Figure 1. Met1 routing (run 1).
Scale bar: 20 um.
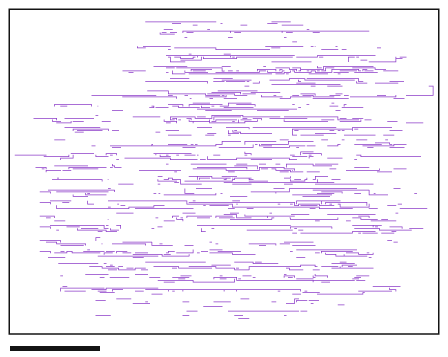
Figure 2. M2 wires (run 1).
Scale bar: 20 um. Cells faint in the background.
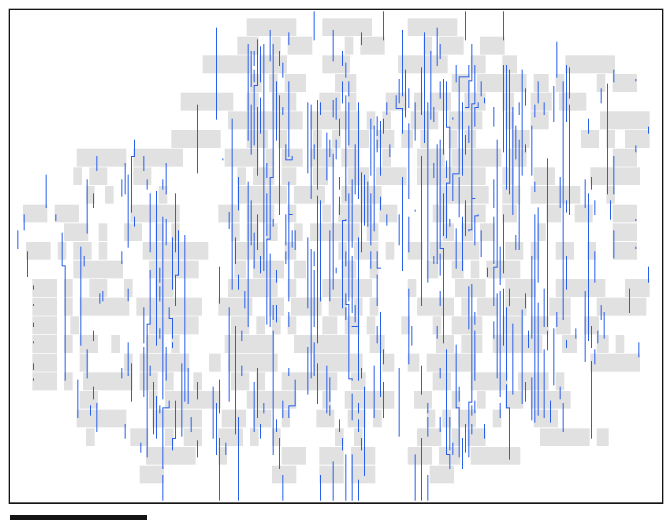
Figure 3. Signal wires on met3 (run 1).
Scale bar: 20 um. Cells faint in the background.
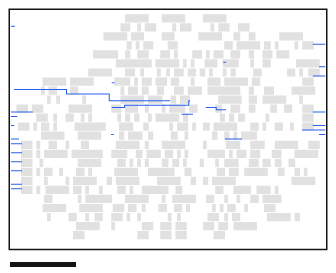
Figure 4. Track usage over the die (run 1).
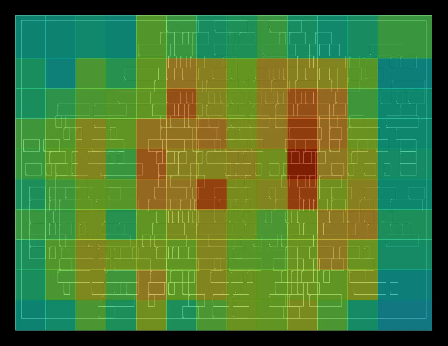
File: config.mk
export PLATFORM = sky130hd
export DESIGN_NAME = alu_serial
export DESIGN_NICKNAME = d
export VERILOG_FILES = /design/src/rtl/alu_serial.sv
export SDC_FILE = /design/constraint.sdc
export NUM_CORES = 1
export LEC_CHECK = 0
export ABC_CLOCK_PERIOD_IN_PS = 3500
export CELL_PAD_IN_SITES_DETAIL_PLACEMENT = 1
export CELL_PAD_IN_SITES_GLOBAL_PLACEMENT = 1
export CORE_ASPECT_RATIO = 0.75
export CORE_UTILIZATION = 35
export DETAILED_ROUTE_END_ITERATION = 12
export GPL_TIMING_DRIVEN = 0
export PLACE_DENSITY = 0.75
export SETUP_SLACK_MARGIN = 0.3
export SLEW_MARGIN = 5
export SYNTH_ARGS = -nofsm -noshare
export SYNTH_HDL_FRONTEND = slang
export SYNTH_SLANG_ARGS = --single-unit
File: constraint.sdc
create_clock -name CLK -period 3.5 [get_ports CLK]
set_input_delay 0.35 -clock CLK [delete_from_list [all_inputs] [get_ports CLK]]
set_output_delay 0.35 -clock CLK [all_outputs]
set_load 0.01 [all_outputs]
File: src/rtl/alu_serial.sv
// rtl/alu_serial.sv - multi-cycle slice-serial ALU with start/done handshake
module alu_serial #(
    parameter int WIDTH = 8,
    parameter int SLICE = 1
) (
    input  logic             CLK,
    input  logic             RST_N,
    input  logic             START,
    input  logic [2:0]       M,
    input  logic [WIDTH-1:0] A,
    input  logic [WIDTH-1:0] B,
    output logic             BUSY,
    output logic             DONE,
    output logic [WIDTH-1:0] X,
    output logic             CO,
    output logic             Z
);

    localparam int N  = WIDTH / SLICE;
    localparam int CW = (N > 1) ? $clog2(N) : 1;

    localparam logic [2:0] OP_ADD  = 3'd0;
    localparam logic [2:0] OP_AND  = 3'd1;
    localparam logic [2:0] OP_OR   = 3'd2;
    localparam logic [2:0] OP_XOR  = 3'd3;
    localparam logic [2:0] OP_XNOR = 3'd4;
    localparam logic [2:0] OP_SUB  = 3'd5;

    typedef enum logic [1:0] {
        ST_IDLE = 2'd0,
        ST_RUN  = 2'd1,
        ST_DONE = 2'd2
    } state_t;

    state_t state_q, state_d;

    logic [WIDTH-1:0] a_q, b_q, acc_q, acc_next, x_q;
    logic [2:0]       m_q;
    logic             carry_q, co_q, z_q;
    logic [CW-1:0]    cnt_q;

    logic [SLICE-1:0] a_sl, b_sl, b_eff, res_sl;
    logic [SLICE:0]   sum_ext;
    logic             arith, last, accept;

    assign accept = (state_q != ST_RUN) && START;
    assign last   = (cnt_q == CW'(N - 1));
    assign arith  = (m_q == OP_ADD) || (m_q == OP_SUB);

    always_ff @(posedge CLK) begin
        if (!RST_N) state_q <= ST_IDLE;
        else        state_q <= state_d;
    end

    always_comb begin
        state_d = state_q;
        case (state_q)
            ST_IDLE, ST_DONE: state_d = START ? ST_RUN : ST_IDLE;
            ST_RUN:           state_d = last ? ST_DONE : ST_RUN;
            default:          state_d = ST_IDLE;
        endcase
    end

    // Slice datapath: SUB reuses the adder with inverted B and carry-in of 1.
    always_comb begin
        a_sl    = a_q[cnt_q * SLICE +: SLICE];
        b_sl    = b_q[cnt_q * SLICE +: SLICE];
        b_eff   = (m_q == OP_SUB) ? ~b_sl : b_sl;
        sum_ext = {1'b0, a_sl} + {1'b0, b_eff} + (SLICE + 1)'(carry_q);
        res_sl  = '0;
        case (m_q)
            OP_ADD, OP_SUB: res_sl = sum_ext[SLICE-1:0];
            OP_AND:         res_sl = a_sl & b_sl;
            OP_OR:          res_sl = a_sl | b_sl;
            OP_XOR:         res_sl = a_sl ^ b_sl;
            OP_XNOR:        res_sl = ~(a_sl ^ b_sl);
            default:        res_sl = '0;
        endcase
        acc_next = acc_q;
        acc_next[cnt_q * SLICE +: SLICE] = res_sl;
    end

    always_ff @(posedge CLK) begin
        if (!RST_N) begin
            a_q     <= '0;
            b_q     <= '0;
            m_q     <= '0;
            carry_q <= 1'b0;
            cnt_q   <= '0;
            acc_q   <= '0;
            x_q     <= '0;
            co_q    <= 1'b0;
            z_q     <= 1'b0;
        end else if (accept) begin
            a_q     <= A;
            b_q     <= B;
            m_q     <= M;
            carry_q <= (M == OP_SUB);
            cnt_q   <= '0;
            acc_q   <= '0;
        end else if (state_q == ST_RUN) begin
            acc_q   <= acc_next;
            carry_q <= arith ? sum_ext[SLICE] : 1'b0;
            if (last) begin
                x_q  <= acc_next;
                co_q <= arith ? sum_ext[SLICE] : 1'b0;
                z_q  <= (acc_next == '0);
            end else begin
                cnt_q <= cnt_q + 1'b1;
            end
        end
    end

    assign BUSY = (state_q == ST_RUN);
    assign DONE = (state_q == ST_DONE);
    assign X    = x_q;
    assign CO   = co_q;
    assign Z    = z_q;

endmodule

==> results_slide.txt, run 1 <==
Key Metrics from the Run

Outcome
  – Outcome: finished, final reports clean

Clock network
  – Hold-fix buffers, CTS: 0
  – Total CTS buffers: 5
  – CTS resizes: 1
  – H-tree depth: 2
  – CTS tree: yes
  – Clock Sink Count: between 40 and 50
  – Root Buffer: clkbuf_8

Floorplanning
  – Starting Density: 0.362
  – # IOs: 34
  – Die Y-Extent: between 70 and 80 um
  – Tap Cells: 81
  – Die W: between 90 and 100 um
  – Area of the core: 0.00629 mm^2
  – FP Rows: 25

Timing
  – Setup WS post-layout: 0.446 ns
  – Final Hold Violation Tally: 0
  – Worst-Margin Slew: between 0.5 and 0.6 ns
  – Minimum clock period: just over 3 ns
  – RSZ-0062 raised after global routing: no
  – TNS Setup: 0 ns
  – WHS: ~0.46 ns
  – Fmax achieved: 0.327 GHz

Logic synthesis
  – Asr flop ratio synth: 0
  – Gate Count Post-Synth: about 260
  – Top cell area share: 0.378
  – Number of enable flip-flop cells: 0
  – Most frequent cell after synthesis: nand2_1
  – Synth Area in XOR/XNOR: 0.0115
  – Basic Gates by Area: 0.209
  – Post-synth seq share: 0.378
  – Top cells by count: 56 x nand2_1, 43 x dfxtp_1, 19 x a21boi_0
  – Netlist cell types: 54
  – YS chip area: about 0.0023 mm^2
  – Largest cells by area after synthesis: dfxtp_1 38%, nand2_1 9.2%, a21boi_0 6.3%
  – Mux share: 0.0599
  – Warnings, synthesis: 0
  – Nets at Floorplan: about 280
  – Top FF cell, synth: dfxtp_1
  – Synth Area per Inst: 8.93 um^2

Final layout
  – Comb/total area: 0.464
  – Inverters, non-clock: 9
  – Plain + repair buffers: 49
  – Final Non-Filler Cells: between 300 and 400
  – Most instantiated logic cells after routing: 56 x nand2_1, 42 x dfxtp_1, 33 x clkdlybuf4s50_1, 19 x a21boi_0
  – Fill cells: 731
  – Clock-cell share: 0.0404
  – Final-stage net count: between 300 and 400
  – Buffering overhead: 0.146
  – Synthesis-to-finish area growth: 25.2%
  – Share of layout cells above drive strength 1: 0.128
  – Multi-input gates: ~190
  – Area occupied by registers: ~860 um^2
  – Layout clock buffer count: 5
  – Ant diodes: 0
  – Most frequent logic cell in the layout: nand2_1
  – Seq Cell Count: approximately 43

Placed design
  – Placed cells: ~370
  – RePlAce Congestion: 0.784
  – Port Buffers: 33
  – Pre-CTS WS: between 0.2 and 0.3 ns
  – Post-DP HPWL: around 4200 um
  – Placed inst area: between 0.002 and 0.003 mm^2

Detailed routing
  – Vias per Instance: between 5 and 6
  – Starting DRT DRC Count: roughly 110
  – Wl on met1: around 2800 um
  – Drt pass-1 iters: 4
  – Met3 WL: between 100 and 150 um
  – Post-DRT Antenna Nets: 0
  – Met2 wire length: between 2000 and 3000 um

Global routing
  – Largest net degree at the start of global routing: 16
  – Vias in the first global route: roughly 1900
  – Initial antenna violation count: 0

Pwr
  – Sequential power: between 0.5 and 0.6 mW
  – Combinational Power Share: 0.176
  – P_leak: 0.992 nW
  – VDD IR max: roughly 0.00014 V
  – Pwr Density: around 390 mW/mm^2
  – Clock Power: between 0.4 and 0.5 mW
  – Clock network power share: 0.365
  – Seq pwr share: 0.459
  – Total Power: approximately 1.1 mW
  – Net Sw Frac: 0.279
  – Top power group: sequential cells

Worst setup path
  – Req. time, crit path: roughly 3.8 ns
  – R2r setup slk: ~0.45 ns
  – R2r endpoint: Z
  – Top Family by Delay on Critical Path: AND-OR/OR-AND gates
  – Register-to-Register Path Depth: 10
  – Setup crit start kind: flop
  – CP max stage delay: 0.55 ns
  – Arrival time worst endpoint: between 3 and 4 ns
  – Critical path type: reg -> reg
  – Worst Path Max Fanout: 10
  – WP buf/inv: 1
  – Crit Reg-Reg Startpoint: cnt_q[0]
  – CP endpoint: Z
  – Critical path's slowest cell: mux4_2
  – Crit path launch: cnt_q[0]

Flow run
  – Log Warnings: 28
  – Max-cap violation count: 0

Worst hold path
  – Worst Hold Path Cells: 2
  – Source of the worst hold timing path: X[2]
  – Hold/Removal Path Class: reg -> reg
Notes on Figure 1 above:
The layer holds 50% of the routed length. The wires run mostly horizontal. 290 nets have wire on it. The longest straight run is 41.4 um.
GRT met1 Usage: 0.225
wirelength, routed: 5480 um
DR vias: 1905

Notes on Figure 2 above:
The layer carries 2530 um of wire. The wires run mostly vertical. The longest straight run is 34.7 um. 271 nets have wire on it.
GR Layer Usage met2: 0.288

Notes on Figure 3 above:
The layer carries 144 um of wire. The wires run mostly horizontal. The longest straight run is 19.3 um.
met3 track demand over resource: 0.0382

Notes on Figure 4 above:
GRT Max-Usage Layer: met2
Wirelength per Cell: 14.5 um
Core Util, Final: 0.453
gr usage total: 0.174

==> run 2: changes to the inputs <==
--- a/config.mk
+++ b/config.mk
@@ -6,13 +6,14 @@
 export NUM_CORES = 1
 export LEC_CHECK = 0
 export ABC_CLOCK_PERIOD_IN_PS = 3500
+export CAP_MARGIN = 10
 export CELL_PAD_IN_SITES_DETAIL_PLACEMENT = 1
 export CELL_PAD_IN_SITES_GLOBAL_PLACEMENT = 1
 export CORE_ASPECT_RATIO = 0.75
-export CORE_UTILIZATION = 35
+export CORE_UTILIZATION = 41
 export DETAILED_ROUTE_END_ITERATION = 12
 export GPL_TIMING_DRIVEN = 0
-export PLACE_DENSITY = 0.75
+export PLACE_DENSITY = 0.85
 export SETUP_SLACK_MARGIN = 0.3
 export SLEW_MARGIN = 5
 export SYNTH_ARGS = -nofsm -noshare
Figure 5. Track usage over the die (run 2).
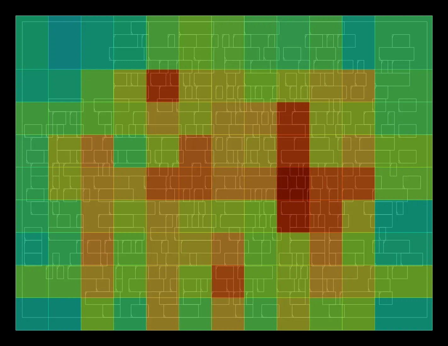
Core Util, Final: 0.530
GR Layer Usage met2: 0.367

==> run 2 against run 1 <==
  * Global-route usage rose by 4.2 points
  * Maximum frequency rose by 0.16%
  * Clock skew fell by 0.0020 ns
  * Final area fell by 0.44%
  * Via count rose by 5.6%
  * Combinational power barely moved
  * Sequential share of layout area rose by 0.13 points
  * Final cell count fell by 1.6%
  * Flip-flop count did not move
  * Die area fell by 14%
==> results_slide.txt, run 2 <==
Key Metrics from the Run

Final layout
  – Multi-input gates: 187 (unchanged)
  – Seq Cell Count: 43 (unchanged)
  – Layout clock buffer count: 6 (+1)
  – Synthesis-to-finish area growth: 24.6%
  – Share of layout cells above drive strength 1: 0.125 (-0.00338)
  – Fill cells: 643 (-12%)
  – Most frequent logic cell in the layout: nand2_1
  – Comb/total area: 0.466 (+0.00205)
  – Most instantiated logic cells after routing: 56 x nand2_1, 42 x dfxtp_1, 33 x clkdlybuf4s50_1, 19 x a21boi_0
  – Plain + repair buffers: 50 (+2.0%)
  – Inverters, non-clock: 9 (unchanged)
  – Clock-cell share: 0.0362 (-0.00423)
  – Final Non-Filler Cells: 371 (-1.6%)
  – Buffering overhead: 0.149 (+0.00329)
  – Area occupied by registers: 862 um^2 (unchanged)

Logic synthesis
  – Basic Gates by Area: 0.209 (unchanged)
  – Asr flop ratio synth: 0 (unchanged)
  – Nets at Floorplan: 284 (unchanged)
  – Most frequent cell after synthesis: nand2_1
  – Synth Area in XOR/XNOR: 0.0115 (unchanged)
  – Warnings, synthesis: 0 (unchanged)
  – YS chip area: 0.00228 mm^2 (unchanged)
  – Number of enable flip-flop cells: 0 (unchanged)
  – Top cells by count: 56 x nand2_1, 43 x dfxtp_1, 19 x a21boi_0
  – Gate Count Post-Synth: 255 (unchanged)
  – Post-synth seq share: 0.378 (unchanged)
  – Top FF cell, synth: dfxtp_1

Detailed routing
  – Met3 WL: 189 um (+32%)
  – Wirelength per Cell: 15.7 um (+8.1%)
  – DR vias: 2011 (+5.6%)
  – Met2 wire length: 2840 um (+13%)
  – Wirelength, routed: 5830 um (+6.3%)
  – Vias per Instance: 5.42 (+7.3%)
  – Drt pass-1 iters: 4 (unchanged)
  – Post-DRT Antenna Nets: 0 (unchanged)
  – Wl on met1: 2730 um (-1.1%)

Floorplanning
  – Die W: 88.1 um (-7.4%)
  – Tap Cells: 75 (-7.4%)
  – Area of the core: 0.00535 mm^2 (-15%)
  – FP Rows: 23 (-8.0%)
  – Die Y-Extent: 66.5 um (-7.4%)

Placed design
  – Port Buffers: 33 (unchanged)
  – Placed inst area: 0.00270 mm^2 (-0.28%)
  – Placed cells: 363 (-1.6%)
  – Post-DP HPWL: 4160 um (about the same)
  – Pre-CTS WS: 0.293 ns (+0.0196 ns)

Pwr
  – Clock Power: 0.380 mW (-7.3%)
  – P_leak: 0.993 nW (about the same)
  – VDD IR max: 0.000169 V (+19%)
  – Pwr Density: 386 mW/mm^2 (-2.0%)
  – Total Power: 1.09 mW (-2.4%)
  – Clock network power share: 0.347 (-0.018)
  – Combinational Power Share: 0.183 (+0.007)
  – Net Sw Frac: 0.266 (-0.0132)

Timing
  – Fmax achieved: 0.328 GHz (+0.16%)
  – Setup WS post-layout: 0.451 ns (+0.00476 ns)
  – TNS Setup: 0 ns (unchanged)
  – WHS: 0.453 ns (-0.00524 ns)
  – Final Hold Violation Tally: 0 (unchanged)
  – Minimum clock period: 3.05 ns (-0.00475 ns)
  – Worst-Margin Slew: 0.556 ns (-0.0280 ns)
  – RSZ-0062 raised after global routing: no

Worst hold path
  – Worst Hold Path Cells: 2 (unchanged)
  – Hold/Removal Path Class: reg -> reg

Worst setup path
  – Req. time, crit path: 3.75 ns (about the same)
  – Critical path's slowest cell: mux4_2
  – Arrival time worst endpoint: 3.30 ns (-0.02 ns)
  – Worst Path Max Fanout: 10 (unchanged)
  – CP endpoint: Z
  – WP buf/inv: 1 (unchanged)
  – R2r endpoint: Z
  – Top Family by Delay on Critical Path: AND-OR/OR-AND gates
  – Crit Reg-Reg Startpoint: cnt_q[0]
  – CP max stage delay: 0.54 ns (about the same)
  – Critical path type: reg -> reg

Clock network
  – CTS tree: yes
  – Root Buffer: clkbuf_8
  – CTS resizes: 1 (unchanged)
  – Hold-fix buffers, CTS: 0 (unchanged)

Global routing
  – Gr usage total: 0.216 (+0.0422)
  – Largest net degree at the start of global routing: 13 (-3)
  – Met3 track demand over resource: 0.0483 (+0.0101)

Flow run
  – Max-cap violation count: 0 (unchanged)
  – Log Warnings: 28 (unchanged)

Outcome
  – Outcome: finished, final reports clean
==> run 3: changes to the inputs <==
--- a/config.mk
+++ b/config.mk
@@ -8,9 +8,10 @@
 export ABC_CLOCK_PERIOD_IN_PS = 3500
 export CAP_MARGIN = 10
 export CELL_PAD_IN_SITES_DETAIL_PLACEMENT = 1
-export CELL_PAD_IN_SITES_GLOBAL_PLACEMENT = 1
+export CELL_PAD_IN_SITES_GLOBAL_PLACEMENT = 2
 export CORE_ASPECT_RATIO = 0.75
-export CORE_UTILIZATION = 41
+export CORE_MARGIN = 1
+export CORE_UTILIZATION = 33
 export DETAILED_ROUTE_END_ITERATION = 12
 export GPL_TIMING_DRIVEN = 0
 export PLACE_DENSITY = 0.85
Figure 6. Track usage over the die (run 3).
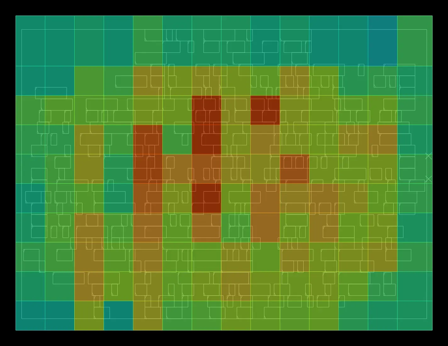
GRT met1 Usage: 0.230
gr usage total: 0.167
GR Layer Usage met2: 0.257
met3 track demand over resource: 0.0338
Core Util, Final: 0.436

==> run 3 against run 2 <==
  * Final area down 0.57%
  * Highest routed layer unchanged
  * Maximum frequency down 0.80%
  * Power down 5.2%
  * Utilization down 9.4 points
  * Routed wire length down 2.9%
  * The flow now finishes with violations (DRC)
  * Clock power down 13%
  * Sequential share of layout area up 0.13 points
  * Largest cell class unchanged
  * Largest power group unchanged
  * Global-route usage down 4.9 points
  * Non-clock buffer count down 1
==> results_slide.txt, run 3 <==
Key Metrics from the Run

Outcome
  – Outcome: complete, but fails checks
  – Failing checks: DRC

Final layout
  – Plain + repair buffers: 49 (-2.0%)
  – Final Non-Filler Cells: 376 (+1.3%)
  – Share of layout cells above drive strength 1: 0.122 (-0.00297)
  – Inverters, non-clock: 9 (unchanged)
  – Buffering overhead: 0.147 (-0.00180)
  – Clock-cell share: 0.0310 (-0.00511)
  – Most frequent logic cell in the layout: nand2_1
  – Fill cells: 751 (+17%)
  – Area occupied by registers: 861 um^2 (-0.15%)
  – Layout clock buffer count: 6 (unchanged)
  – Synthesis-to-finish area growth: 23.9%
  – Comb/total area: 0.469 (+0.00269)
  – Logic area: 0.00132 mm^2
  – Most instantiated logic cells after routing: 56 x nand2_1, 43 x dfxtp_1, 33 x clkdlybuf4s50_1, 19 x a21boi_0
  – Seq Cell Count: 43 (unchanged)
  – Multi-input gates: 187 (unchanged)

Detailed routing
  – Met2 wire length: 2410 um (-15%)
  – Wl on met1: 2950 um (+8.2%)
  – Drt pass-1 iters: 10 (+6)
  – DR vias: 1937 (-3.7%)
  – Wirelength, routed: 5660 um (-2.9%)
  – Post-DRT Antenna Nets: 0 (unchanged)
  – Wirelength per Cell: 15.1 um (-4.2%)
  – Met3 WL: 193 um (+2.1%)
  – # DRC: 2
  – Vias per Instance: 5.15 (-5.0%)

Worst hold path
  – Hold/Removal Path Class: reg -> reg
  – Worst Hold Path EP: X[0]
  – Worst Hold Path Cells: 2 (unchanged)
  – Source of the worst hold timing path: X[0]

Pwr
  – Net Sw Frac: 0.279 (+0.0132)
  – Clock network power share: 0.317 (-0.030)
  – Total Power: 1.04 mW (-5.2%)
  – VDD IR max: 0.000141 V (-17%)
  – Combinational Power Share: 0.188 (+0.005)
  – Top power group: sequential cells
  – P_leak: 0.984 nW (-0.90%)
  – Clock Power: 0.329 mW (-13%)
  – P_comb: roughly 0.20 mW
  – Pwr Density: 368 mW/mm^2 (-4.6%)
  – Switching power: around 0.29 mW

Timing
  – Final setup fails: 0
  – Final Hold Violation Tally: 0 (unchanged)
  – Post-layout period usage: 0.878
  – Relative slew slack: 0.612
  – RSZ-0062 raised after global routing: no
  – Worst-Margin Slew: 0.577 ns (+0.0213 ns)
  – Setup WS post-layout: 0.426 ns (-0.0247 ns)
  – WHS: 0.454 ns (+0.00189 ns)
  – Minimum clock period: 3.07 ns (+0.0247 ns)
  – TNS Setup: 0 ns (unchanged)
  – Fmax achieved: 0.325 GHz (-0.80%)

Placed design
  – Port Buffers: 33 (unchanged)
  – Placed inst area: 0.00271 mm^2 (+0.28%)
  – Post-DP HPWL: 4260 um (+2.4%)
  – Placed cells: 369 (+1.7%)
  – Pre-CTS WS: 0.232 ns (-0.0611 ns)

Logic synthesis
  – YS chip area: 0.00228 mm^2 (unchanged)
  – Nets at Floorplan: 284 (unchanged)
  – Post-synth seq share: 0.378 (unchanged)
  – Asr flop ratio synth: 0 (unchanged)
  – Top cells by count: 56 x nand2_1, 43 x dfxtp_1, 19 x a21boi_0
  – Most frequent cell after synthesis: nand2_1
  – Cell taking the most area after synthesis: dfxtp_1
  – Synth Area in Adders: 0.0418
  – Gate Count Post-Synth: 255 (unchanged)
  – Synth Area in XOR/XNOR: 0.0115 (unchanged)
  – Netlist cell types: ~54
  – Number of enable flip-flop cells: 0 (unchanged)
  – Ao+oa area frac: 0.248
  – Top FF cell, synth: dfxtp_1
  – Warnings, synthesis: 0 (unchanged)
  – Basic Gates by Area: 0.209 (unchanged)

Worst setup path
  – Critical path type: reg -> reg
  – Worst Path Max Fanout: 10 (unchanged)
  – Top Family by Delay on Critical Path: multiplexers
  – R2r endpoint: X[1]
  – CP endpoint: X[1]
  – Arrival time worst endpoint: 3.30 ns (about the same)
  – Critical path's slowest cell: mux4_2
  – Crit Reg-Reg Startpoint: cnt_q[0]
  – WP buf/inv: 2 (+1)
  – CP max stage delay: 0.55 ns (about the same)
  – Req. time, crit path: 3.73 ns (-0.02 ns)

Floorplanning
  – Die Y-Extent: 73.9 um (+11%)
  – FP Rows: 25 (+8.7%)
  – Tap Cells: 81 (+8.0%)
  – Die W: 97.9 um (+11%)
  – Area of the core: 0.00647 mm^2 (+21%)

Clock network
  – CTS resizes: 1 (unchanged)
  – Root Buffer: clkbuf_8
  – H-tree depth: 2
  – CTS tree: yes
  – Clock Sink Count: around 43
  – Late-Pin Clk Latency: just over 0.3 ns
  – Hold-fix buffers, CTS: 0 (unchanged)

Flow run
  – Max-cap violation count: 0 (unchanged)
  – Log Warnings: 28 (unchanged)

Global routing
  – Largest net degree at the start of global routing: 13 (unchanged)

==> gallery <==
Cell area per tile.
picture 1
10 x 7 tiles, from white (low) to dark blue (high), 0 to 100% covered.
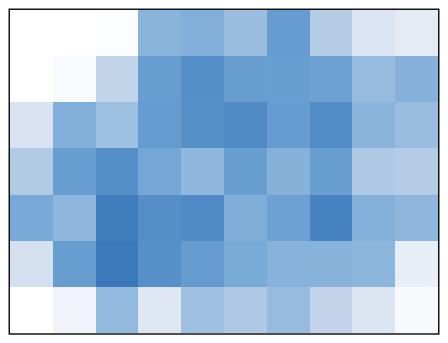
picture 2
10 x 7 tiles, from white (low) to dark blue (high), 0 to 100% covered.
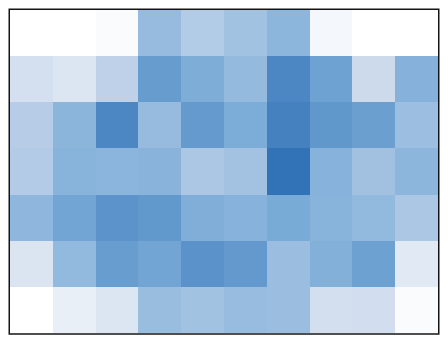
picture 3
9 x 7 tiles, from white (low) to dark blue (high), 0 to 100% covered.
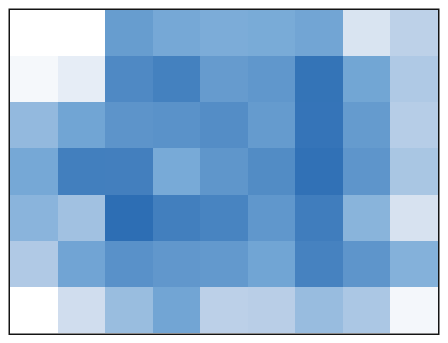
The one with the highest utilization is picture 3.
- run 2 = picture 3
- run 3 = picture 2
- run 1 = picture 1

Key to picture 1:
The fullest tile reaches 70%. The mean over all tiles is 40%. 7.1% of the tiles are nearly empty. The emptiest ninth of the die: north-west.

No activity file was given, so power comes from the tool's default toggle rates.
